<file path="src/rtl/mem_access_ctrl.sv">
// mem_access_ctrl: memory-stage sequencer sitting upstream of data_mem.
//
// Accepts one load/store at a time from execute (valid/ready), drives the
// memory's registered control/address/write-data inputs, captures the
// synchronous read result and hands it to writeback (valid/ready).
//
// Ports:
//   clk            system clock, rising edge
//   rst            asynchronous active-low reset
//   req_valid      execute presents a request
//   req_ready      block can accept a request (IDLE)
//   req_is_st      1 = store, 0 = load
//   req_addr       32-bit word address
//   req_wdata      128-bit store data
//   dm_ctrl_sig    memory control: memnop / memwld / memwst
//   mem_ctrl_addr  memory address (full 32 bits; memory uses low ADDR_BITS)
//   data_in        memory write data
//   data_out       memory read data, valid the cycle after a memwld edge
//   wb_valid       load result available
//   wb_ready       writeback consumes the result
//   wb_data        load result
//   st_done        one-cycle pulse when a store has been committed
//   addr_err       sticky out-of-range flag
//
// Optional feature macro: MEM_ADDR_CHECK_EN
//   defined   -> addresses >= DEPTH are accepted but suppressed to memnop,
//                loads in error return zero, addr_err is sticky until reset
//   undefined -> no check, addr_err tied to 0
module mem_access_ctrl #(
    parameter int unsigned ADDR_BITS = 8,
    parameter int unsigned DEPTH     = 256
) (
    input  logic         clk,
    input  logic         rst,
    input  logic         req_valid,
    output logic         req_ready,
    input  logic         req_is_st,
    input  logic [0:31]  req_addr,
    input  logic [0:127] req_wdata,
    output logic [0:1]   dm_ctrl_sig,
    output logic [0:31]  mem_ctrl_addr,
    output logic [0:127] data_in,
    input  logic [0:127] data_out,
    output logic         wb_valid,
    input  logic         wb_ready,
    output logic [0:127] wb_data,
    output logic         st_done,
    output logic         addr_err
);
    localparam logic [0:1] MEMNOP = 2'b00;
    localparam logic [0:1] MEMWLD = 2'b01;
    localparam logic [0:1] MEMWST = 2'b10;

    localparam logic [2:0] IDLE     = 3'd0;
    localparam logic [2:0] ST_ISSUE = 3'd1;
    localparam logic [2:0] LD_ISSUE = 3'd2;
    localparam logic [2:0] LD_CAPT  = 3'd3;
    localparam logic [2:0] LD_RESP  = 3'd4;

    // A memory larger than the address span cannot be indexed.
    if (DEPTH > (32'd1 << ADDR_BITS)) begin : g_depth_chk
        $error("mem_access_ctrl: DEPTH exceeds 2**ADDR_BITS");
    end

    logic [2:0] state;
    logic       oob;
    logic       err_q;

    assign req_ready = (state == IDLE);

`ifdef MEM_ADDR_CHECK_EN
    assign oob = (req_addr >= 32'(DEPTH));

    // err_q remembers whether the access in flight was suppressed, so the
    // load capture can return zero instead of whatever data_out holds.
    always_ff @(posedge clk or negedge rst) begin
        if (!rst) begin
            err_q    <= 1'b0;
            addr_err <= 1'b0;
        end else if (req_valid && req_ready) begin
            err_q    <= oob;
            addr_err <= addr_err | oob;
        end
    end
`else
    assign oob      = 1'b0;
    assign err_q    = 1'b0;
    assign addr_err = 1'b0;
`endif

    always_ff @(posedge clk or negedge rst) begin
        if (!rst) begin
            state         <= IDLE;
            dm_ctrl_sig   <= MEMNOP;
            mem_ctrl_addr <= '0;
            data_in       <= '0;
            wb_valid      <= 1'b0;
            wb_data       <= '0;
            st_done       <= 1'b0;
        end else begin
            st_done <= 1'b0;
            case (state)
                IDLE: begin
                    if (req_valid) begin
                        mem_ctrl_addr <= req_addr;
                        data_in       <= req_wdata;
                        dm_ctrl_sig   <= oob ? MEMNOP : (req_is_st ? MEMWST : MEMWLD);
                        state         <= req_is_st ? ST_ISSUE : LD_ISSUE;
                    end
                end
                ST_ISSUE: begin
                    dm_ctrl_sig <= MEMNOP;
                    st_done     <= 1'b1;
                    state       <= IDLE;
                end
                LD_ISSUE: begin
                    dm_ctrl_sig <= MEMNOP;
                    state       <= LD_CAPT;
                end
                // data_out is the pre-edge read result; the memory clearing it
                // on this same memnop edge does not affect the capture.
                LD_CAPT: begin
                    wb_data  <= err_q ? '0 : data_out;
                    wb_valid <= 1'b1;
                    state    <= LD_RESP;
                end
                LD_RESP: begin
                    if (wb_ready) begin
                        wb_valid <= 1'b0;
                        state    <= IDLE;
                    end
                end
                default: state <= IDLE;
            endcase
        end
    end
endmodule

</file>
<file path="config.mk">
export PLATFORM = sky130hd
export DESIGN_NAME = mem_access_ctrl
export DESIGN_NICKNAME = d
export VERILOG_FILES = /design/src/rtl/mem_access_ctrl.sv
export SDC_FILE = /design/constraint.sdc
export NUM_CORES = 1
export LEC_CHECK = 0
export ABC_AREA = 1
export CAP_MARGIN = 20
export CORE_AREA = 5 5 226 228
export CTS_CLUSTER_DIAMETER = 80
export DETAILED_ROUTE_END_ITERATION = 6
export DIE_AREA = 0 0 231 233
export PLACE_DENSITY = 0.63
export SKIP_LAST_GASP = 1
export SLEW_MARGIN = 25
export SYNTH_ARGS = -nofsm -noshare
export SYNTH_HDL_FRONTEND = slang
export SYNTH_SLANG_ARGS = --single-unit
</file>
<file path="constraint.sdc">
create_clock -name clk -period 1.48 [get_ports clk]
set_input_delay 0.37 -clock clk [delete_from_list [all_inputs] [get_ports clk]]
set_output_delay 0.37 -clock clk [all_outputs]
set_load 0.02 [all_outputs]
</file>
==> impl_metrics.ini, run 1 <==
; physical design summary
[global_routing]
grt_pass1_wl_mm = 69.3
first_global_vias = 11600
grt_antenna_before_repair = 2
gr-total-overflow = 0

[status]
run_status = complete, but fails checks
violated_checks = setup timing

[worst_setup_path]
timing.critical_path.from_type = flip-flop
crit_start = state[0]$_DFFE_PN0P_

[yosys]
floorplan.nets = 1563
postSynthCellCount = 1270
post_synth_cell_types = 18
synth.yosys.num_cells = 1270
synth_seq_share_pct = 65.1
ys_ff = 295

[timing]
finalSetupTns_ps = -23660
final.setup.worst_slack_ps = -245
slew_viol_final = 0
setup_viol_count_final = 169
finalHoldViolations = 0

[clock_network]
cts_max_path_buffers = 3
tritoncts_num_sinks = 295
tritoncts = built

[final_layout]
diodes = 0
fin_nets = 2320
flow.area_growth_from_synthesis_pct = 91.0
final_layout_size_suffix_gt1_share_pct = 29.9

[die]
coreArea_mm2 = 0.0486

[place]
place.gp.congestion = 0.813
standard_cell_area_after_detailed_placement_mm2 = 0.0183
detailedPlacementHpwl_mm = 32.5

[pwr]
power.share.combinational_pct = 54.6
pwr_density_cell_mw_per_mm2 = 2410
netSwitchingPower_w = 0.0209

[detailed_routing]
dr.first_iter.drc_count = 675
firstDrtPassIters = 5
drc_violation_count_after_routing = 0

[job]
drv_cap = 0
run 1: stage by stage:
step / total power, W / worst slack, ps / utilization [%] / hold slack, ps
CTS: 0.0490 / -295 / 41.6 / 278
floorplan: 0.0250 / 45.3 / - / 74.4
finish: 0.0522 / -245 / 44.5 / 324
global placement: 0.0374 / -225 / 37.7 / 245
detailed placement: 0.0378 / -228 / 37.7 / 250
global route: 0.0552 / -322 / 44.5 / 306
run 1: how the worst min path moves through the flow:
stage	depth (start not counted)	end	startpoint	slack [ps]
after floorplan	0	data_in[0]$_DFFE_PN0P_	rst	70
after global placement	1	wb_data[105]$_DFFE_PN0P_	rst	240
after detailed placement	1	wb_data[105]$_DFFE_PN0P_	rst	250
after CTS	2	wb_data[27]$_DFFE_PN0P_	rst	280
after global routing	2	wb_data[112]$_DFFE_PN0P_	rst	310
final	2	wb_data[105]$_DFFE_PN0P_	rst	320
run 1: critical path, stage by stage, from the launching register on:
cell     delay (ps)
dfrtp_4         490
nor2_4          100
nand2_2          70
inv_2            60
buf_6           110
run 1: power groups by stage:
stage | Clock, W | Sequential [W] | Combinational (W)
2_1_floorplan | 0 | 0.0189 | 0.00614
3_3_place_gp | 0 | 0.0143 | 0.0231
3_5_place_dp | 0 | 0.0144 | 0.0233
4_1_cts | 0.00892 | 0.0148 | 0.0253
5_1_grt | 0.00927 | 0.0155 | 0.0304
6_report | 0.00866 | 0.0151 | 0.0285
run 1: timing repair:
item	CTS	global route
endpoints found under the setup margin	436	481
resized	1586	234
hold endpoints to repair	88	0
buffers inserted	57	78
pin swaps	8	29
hold buffers	1	0
gates cloned	16	11
run 1: flip-flops by register name, indices dropped and copies added (netlist names):
signal	flops
data_in	128
wb_data	128
mem_ctrl_addr	32
state	3
dm_ctrl_sig	2
st_done	1
wb_valid	1
run 1: per-layer routing:
metal	part of all wire, %	vias up	track usage (%)
met5	0.052	-	0
met4	2.9	4	5.31
met3	7.6	79	4.97
met2	51	447	28.4
met1	39	5584	19.5
li1	-	5456	-
run 1: cell type report:
class	instances	area (um2)	share of cell area (%)
Clock buffer	54	1090	5.03
Clock inverter	11	72.6	0.335
Inverter	6	22.5	0.104
Multi-Input combinational cell	892	3700	17.1
Sequential cell	295	7390	34.1
Tap cell	622	778	3.60
Timing Repair Buffer	795	8600	39.7
run 1: synthesized netlist by cell type:
cell      instances  share of area [%]
dfrtp_1         295                 65
inv_1             3              0.099
nor2_1            3              0.099
a21oi_1           1              0.044
nand4_1           1              0.055
nor3_1            1              0.044
nand2_2           2               0.11
nand2_1         746                 25
nand3_1         131                5.8
buf_1             3              0.099
inv_2             3              0.099
nor2_4            2               0.20
buf_6             1              0.099
o21ai_0           3               0.13
buf_4             7               0.46
buf_2            52                2.3
conb_1            1              0.033
clkbuf_1         15               0.50
run 1: cells by family after synthesis:
group / synth area share [%]
simple gates: 31.0
flops: 65.1
buf+inv: 3.65
compound gates: 0.177
other cells: 0.0331
run_1/met3.png
(2 px per um)
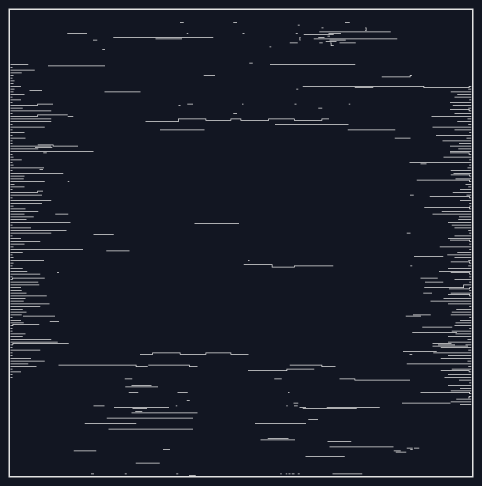
The layer holds 7.6% of the routed length. The layer carries 3670 um of wire. The longest straight run is 60.5 um.
met3 layer usage reported by global route: 4.97%
aggregate routed wire length: 48.5 mm
total number of vias: 11600

run_1/clock_map.png
(2 px per um)
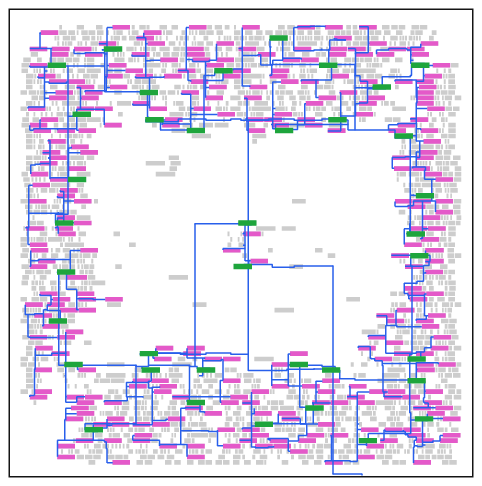
cells driving clock nets: shown in green, count 37. flip-flops: shown in magenta, count 295. clock wires: shown in blue, length 4350 um.
There are 38 routed clock nets.
power share of the clock group: 16.6%
Clock Power: 0.00866 W

run_1/metal_stack.png
(1 px per um)
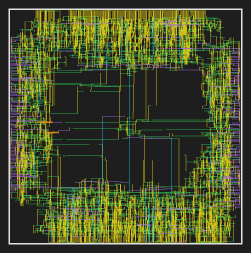
met3: shown in purple, wire length 3670 um. met5: shown in orange, wire length 25.8 um. met1: shown in green, wire length 18700 um. met4: shown in cyan, wire length 1400 um. met2: shown in yellow, wire length 24.7 mm.
DR WL/cell: 18.1 um
total routing resource utilization after global routing: 16.4%

run_1/final_clocks.png
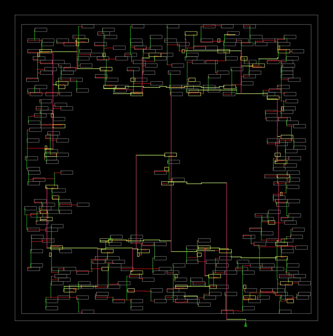
number of sequential storage elements: 295
worst setup skew after layout: 13.5 ps
number of clock buffers inserted by TritonCTS: 37
number of clock buffers in the layout: 54

==> run 2, diff against run 1 <==
--- a/config.mk
+++ b/config.mk
@@ -5,13 +5,13 @@
 export SDC_FILE = /design/constraint.sdc
 export NUM_CORES = 1
 export LEC_CHECK = 0
-export ABC_AREA = 1
 export CAP_MARGIN = 20
 export CORE_AREA = 5 5 226 228
 export CTS_CLUSTER_DIAMETER = 80
 export DETAILED_ROUTE_END_ITERATION = 6
 export DIE_AREA = 0 0 231 233
-export PLACE_DENSITY = 0.63
+export PLACE_DENSITY = 0.62
+export REMOVE_ABC_BUFFERS = 1
 export SKIP_LAST_GASP = 1
 export SLEW_MARGIN = 25
 export SYNTH_ARGS = -nofsm -noshare
run_2/met3.png
(2 px per um)
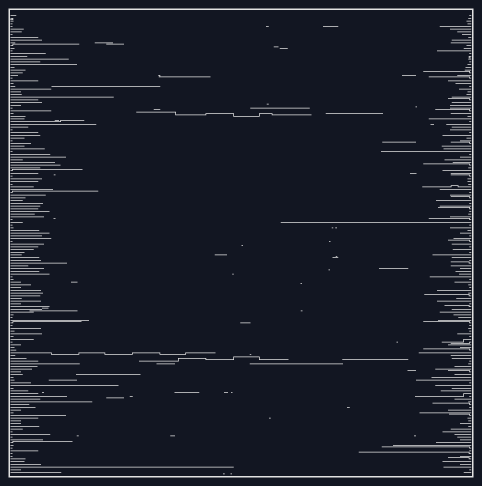
The wires run mostly horizontal. The layer carries 4470 um of wire. 355 nets have wire on it. The layer holds 11% of the routed length. The longest straight run is 111 um.
met3 layer usage reported by global route: 6.82%
total number of vias: 8369

run_2/final_clocks.png
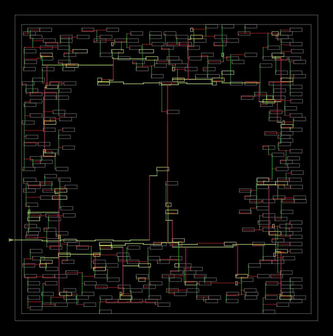
worst setup skew after layout: 17.6 ps
number of clock buffers in the layout: 52

==> impl_metrics.ini, run 2 <==
; physical design summary
[status]
run_status = complete, but fails checks
violated_checks = setup timing

[yosys]
synth_adder_area_share_pct = 0
yosys.area.top_type = dfrtp_1
synth.cells.most_frequent = dfrtp_1, mux2_2, mux2_1
synth.yosys.num_cells = 644
yosys.area_share.simple_pct = 0.726

[final_layout]
mi_logic_area_mm2 = 0.00387
biggestRegsByFlops = data_in: 128 flops, wb_data: 128 flops, mem_ctrl_addr: 32 flops
final_layout_size_suffix_gt1_share_pct = 53.6

[place]
standard_cell_area_after_detailed_placement_mm2 = 0.0181
detailedPlacementHpwl_mm = 30.0

[pwr]
netSwitchingPower_w = 0.0180
power.share.combinational_pct = 52.9
clock_power_share_pct = 17.2

[timing]
final.setup.worst_slack_ps = -193
finalHoldViolations = 0
slew_viol_final = 0
setup_viol_count_final = 252

[detailed_routing]
wirelength_mm = 42.2
drc_violation_count_after_routing = 0
post_drt_wl_per_cell_um = 20.9

[worst_setup_path]
slowest_stage = dfrtp_1
critical_path.top_delay_family = buffers and inverters
crit_path_cell_trace = nand2b_4 -> nor3_4 -> buf_6 -> buf_12 -> clkbuf_16 -> mux2_4

[global_routing]
grtUsageTotal_pct = 14.1

[job]
drv_cap = 0

[die]
coreArea_mm2 = 0.0486

[clock_network]
cts-buffers-inserted = 36
tritoncts = built
## run 2: cell count changes after synthesis, sizes merged, moves of 15 or more
cell,delta
mux2,+288
clkbuf,-15
nand2,-746
buf,-28
nand3,-130
## run 2: what timing repair did
action                                   CTS  global route
hold buffers                               1             0
gates cloned                               6            16
buffers inserted                          30            45
pin swaps                                  2             2
hold endpoints to repair                  86             0
gates resized                           1497           249
endpoints found under the setup margin   581           461
## run 2: area by class of cell
class                   instances  area share (%)
flip-flops and latches        295            35.3
well taps                     622            3.72
multi-input cells             311            18.5
diodes                          2          0.0240
clock inverters                 9           0.659
repair buffers                724            36.7
clock buffers                  52            4.94
inverters                       3          0.0659
## run 2: metal layers
metal,track usage (%),vias up,part of all wire [%]
met5,0,-,0.050
met4,3.70,4,2.2
met3,6.82,64,11
met2,25.5,406,52
met1,14.6,4165,35
li1,-,3730,-
## run 2: logic make-up after synthesis
| logic type | Yosys count |
|---|---|
| DFF | 295 |
| AOI/OAI and AO/OA | 9 |
| other | 1 |
| and+or+nand+nor | 13 |
| muxes | 288 |
| buffers and inverters | 38 |
## run 2: how the worst max path moves through the flow
stage,endpoint,slack (ps),from
after global placement,data_in[118]$_DFFE_PN0P_,-710,req_valid
final,data_in[2]$_DFFE_PN0P_,-190,state[2]$_DFFE_PN0P_
after detailed placement,data_in[85]$_DFFE_PN0P_,-730,req_valid
after global routing,data_in[38]$_DFFE_PN0P_,-280,state[1]$_DFFE_PN0P_
after floorplan,data_in[0]$_DFFE_PN0P_,-3640,state[2]$_DFFE_PN0P_
after CTS,data_in[110]$_DFFE_PN0P_,-240,state[2]$_DFFE_PN0P_
## run 2: power by group through the flow
stage	Sequential, W	Combinational (W)	Clock, W
3_5_place_dp	0.0147	0.0229	0
5_1_grt	0.0158	0.0284	0.00943
6_report	0.0153	0.0271	0.00882
2_1_floorplan	0.0194	0.00496	0
3_3_place_gp	0.0146	0.0226	0
4_1_cts	0.0150	0.0233	0.00914
## run 2: per-stage QoR
step / instances / worst slack, ps
2_1_floorplan: 609 / -3640
3_3_place_gp: 1860 / -707
3_5_place_dp: 1860 / -732
4_1_cts: 1958 / -244
5_1_grt: 2017 / -280
6_report: 2018 / -193
No activity file was given, so power comes from the tool's default toggle rates.
